==> config.mk <==
export PLATFORM = sky130hd
export DESIGN_NAME = regfile_scoreboard
export DESIGN_NICKNAME = d
export VERILOG_FILES = /design/src/rtl/regfile_scoreboard.sv
export SDC_FILE = /design/constraint.sdc
export NUM_CORES = 2
export LEC_CHECK = 0
export CAP_MARGIN = 20
export CORE_ASPECT_RATIO = 0.6
export CORE_MARGIN = 5
export CORE_UTILIZATION = 52
export CTS_CLUSTER_DIAMETER = 150
export DETAILED_ROUTE_END_ITERATION = 6
export PLACE_DENSITY_LB_ADDON = 0.05
export SETUP_SLACK_MARGIN = 0.1
export SLEW_MARGIN = 20
export SYNTH_ARGS = -nofsm -noshare
export SYNTH_HDL_FRONTEND = slang
export SYNTH_SLANG_ARGS = --single-unit
==> constraint.sdc <==
create_clock -name clk_i -period 8.6 [get_ports clk_i]
set_clock_uncertainty 0.1 [all_clocks]
set_input_delay 1.72 -clock clk_i [delete_from_list [all_inputs] [get_ports clk_i]]
set_output_delay 1.72 -clock clk_i [all_outputs]
set_load 0.02 [all_outputs]
Figure 1. Layout detail.
Window x 315 to 335, y 188 to 208 µm. Cells in gray, sequential cells in the stronger gray; small squares are vias.
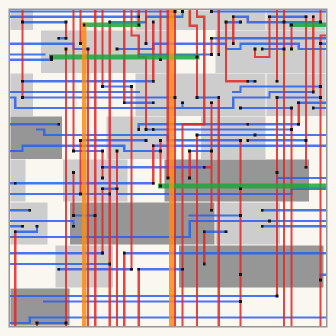
Red is metal 2. Blue is metal 1. Green is metal 3. Orange is metal 4.
13 logic cells have their middle in the window. Most frequent: mux2_2 (6), mux4_2 (3), dfrtp_1 (3). Sequential cells in the window: 3.

Figure 2. Cell outlines without signal wires.
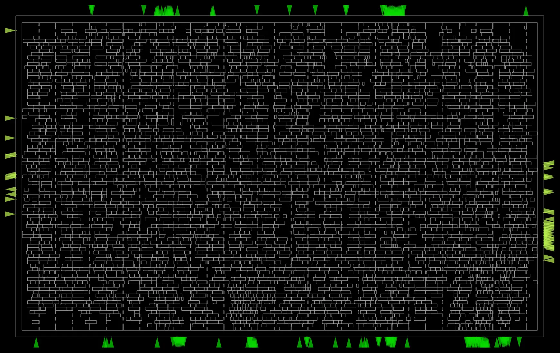
Seq/total area: 42.6%
Post-Route Utilization: 57.9%
Finished Layout Cells: 4920
FP Rows: 93

==> reports/qor.yml <==
synth:
  yosysWarnings: 0
  syn_area_mm2: 0.0559
  area_leaders: "dfrtp_1 47%, mux4_2 26%, mux2_2 20%"
  yosys.area.top_type: "dfrtp_1"
  ys_seq_elements: 1055
  ys_cells: 3471
  edf_count: 0
  synth_cell_types: 35
  syn_nets: 3529
  async_flop_share_pct: 100
  top_cell: "dfrtp_1"
  synthFlopType: "dfrtp_1"
  top_area_share_pct: 47.2
  yosysChipArea_mm2: 0.0559
  netlist_top_cells_count: "1055 x dfrtp_1, 993 x mux2_2, 654 x mux4_2, 236 x clkbuf_1, 146 x nand2_1"
die:
  fp.dieArea_mm2: 0.114
  initCoreUtil_pct: 52.3
  chipHeight_um: 264
  core-area_mm2: 0.107
  fp.dieW_um: 433
detailed_routing:
  dr.max_layer_used: "met5"
  drtIter0Drc: 3652
  vias: 34400
  wl_per_cell_um: 35.2
  postRouteAntennaNets: 0
  drc: 0
  vias_per_cell: 6.99
  wl_met3_mm: 13.7
  wl_met1_mm: 74.5
  dr.pass1.iters: 5
  wl_met2_mm: 79.6
final_timing:
  hold_slack_ns: 0.295
  max_freq_mhz: 142
  layout_setup_ws_ns: 1.56
  drv_slew: 0
  worst_slew_pin_slew_ns: 1.19
  finalCritPeriodShare_pct: 81.8
  hold_viol: 0
  relSlewSlack_pct: 20.7
  tns_ns: 0
power:
  powerClk_mw: 4.68
  combinationalPower_mw: 3.18
  netSwitchingFraction_pct: 27.3
  top_power_group: "registers"
  seq-power_mw: 6.55
  pwr-share-clk_pct: 32.5
  powerDensity_mw_per_mm2: 233
  ir_worst_vdd_v: 0.000223
  p_comb_share_pct: 22.0
  power.internal_mw: 10.5
  pwr-share-seq_pct: 45.5
  finalPower_mw: 14.4
  p_leak_nw: 26.0
critical_path:
  cp_top_family: "buffers and inverters"
  end_kind: "primary output"
  critPathKind: "in -> out"
  crit_buf_inv: 3
  crit_slowest_cell: "clkdlybuf4s50_1"
  worst_path_largest_cell_delay_ns: 0.73
  crit_fanout: 90
  path_common_cell: "mux4_2"
  rrSetupSlack_ns: 6.22
final_layout:
  fillers: 8123
  drive_gt1_share_pct: 56.3
  post-route-cell-area_mm2: 0.0620
  area_growth_pct: 10.8
  largest_reg_flops: 1024
  final_common_cell: "dfrtp_1"
  final_cell_mix: "1055 x dfrtp_1, 993 x mux2_2, 654 x mux4_2"
global_route:
  antenna_found_initial: 10
  grt_pass1_vias: 36500
  grt_max_degree: 177
  use_met3_pct: 6.55
  grtUsageTotal_pct: 30.9
  met2_usage_pct: 46.5
  grt_use_met1_pct: 46.1
  grt_overflow: 0
placement:
  dpl-instance-area_mm2: 0.0585
  dp_cells: 4726
  pre_cts_ws_ns: 1.73
  hpwl_mm: 95.1
  gp_congestion: 0.797
  io_buffers: 153
worst_hold_path:
  min_path_type: "reg -> reg"
  hold_path_depth: 0
cts:
  cts_max_level: 3
  cts_tree: "done"
  clkSinkCount: 1055
  cts_buffer_depth: 3
  cts_hold_buf: 0
  post_cts_buffers: 0
  numCtsBuffers: 101
  insertion_delay_ns: 0.70
flow_run:
  cap_violations: 0
  warnings: 45
run_status:
  status: "finished, final reports clean"
-- layout make-up --
class | count | area (µm²) | area share [%]
antenna | 3 | 7.51 | 0.0121
clock buffer | 159 | 3140 | 5.07
clock inverter | 31 | 305 | 0.493
inverter | 6 | 32.5 | 0.0525
multi-input combinational | 2006 | 28000 | 45.1
sequential | 1055 | 26400 | 42.6
tap | 1425 | 1780 | 2.88
timing repair buffer | 235 | 2340 | 3.78
-- kinds of logic (layout without fill, tap and decap cells) --
family | Yosys count | after routing | share of synthesized area, %
muxes | 1657 | 1657 | 46.5
DFF | 1055 | 1055 | 47.2
buffers and inverters | 410 | 431 | 3.18
and+or+nand+nor | 248 | 248 | 2.10
AOI/OAI and AO/OA | 100 | 100 | 1.02
other | 1 | 4 | 0.00670
Power is estimated from default activity; no workload was simulated.
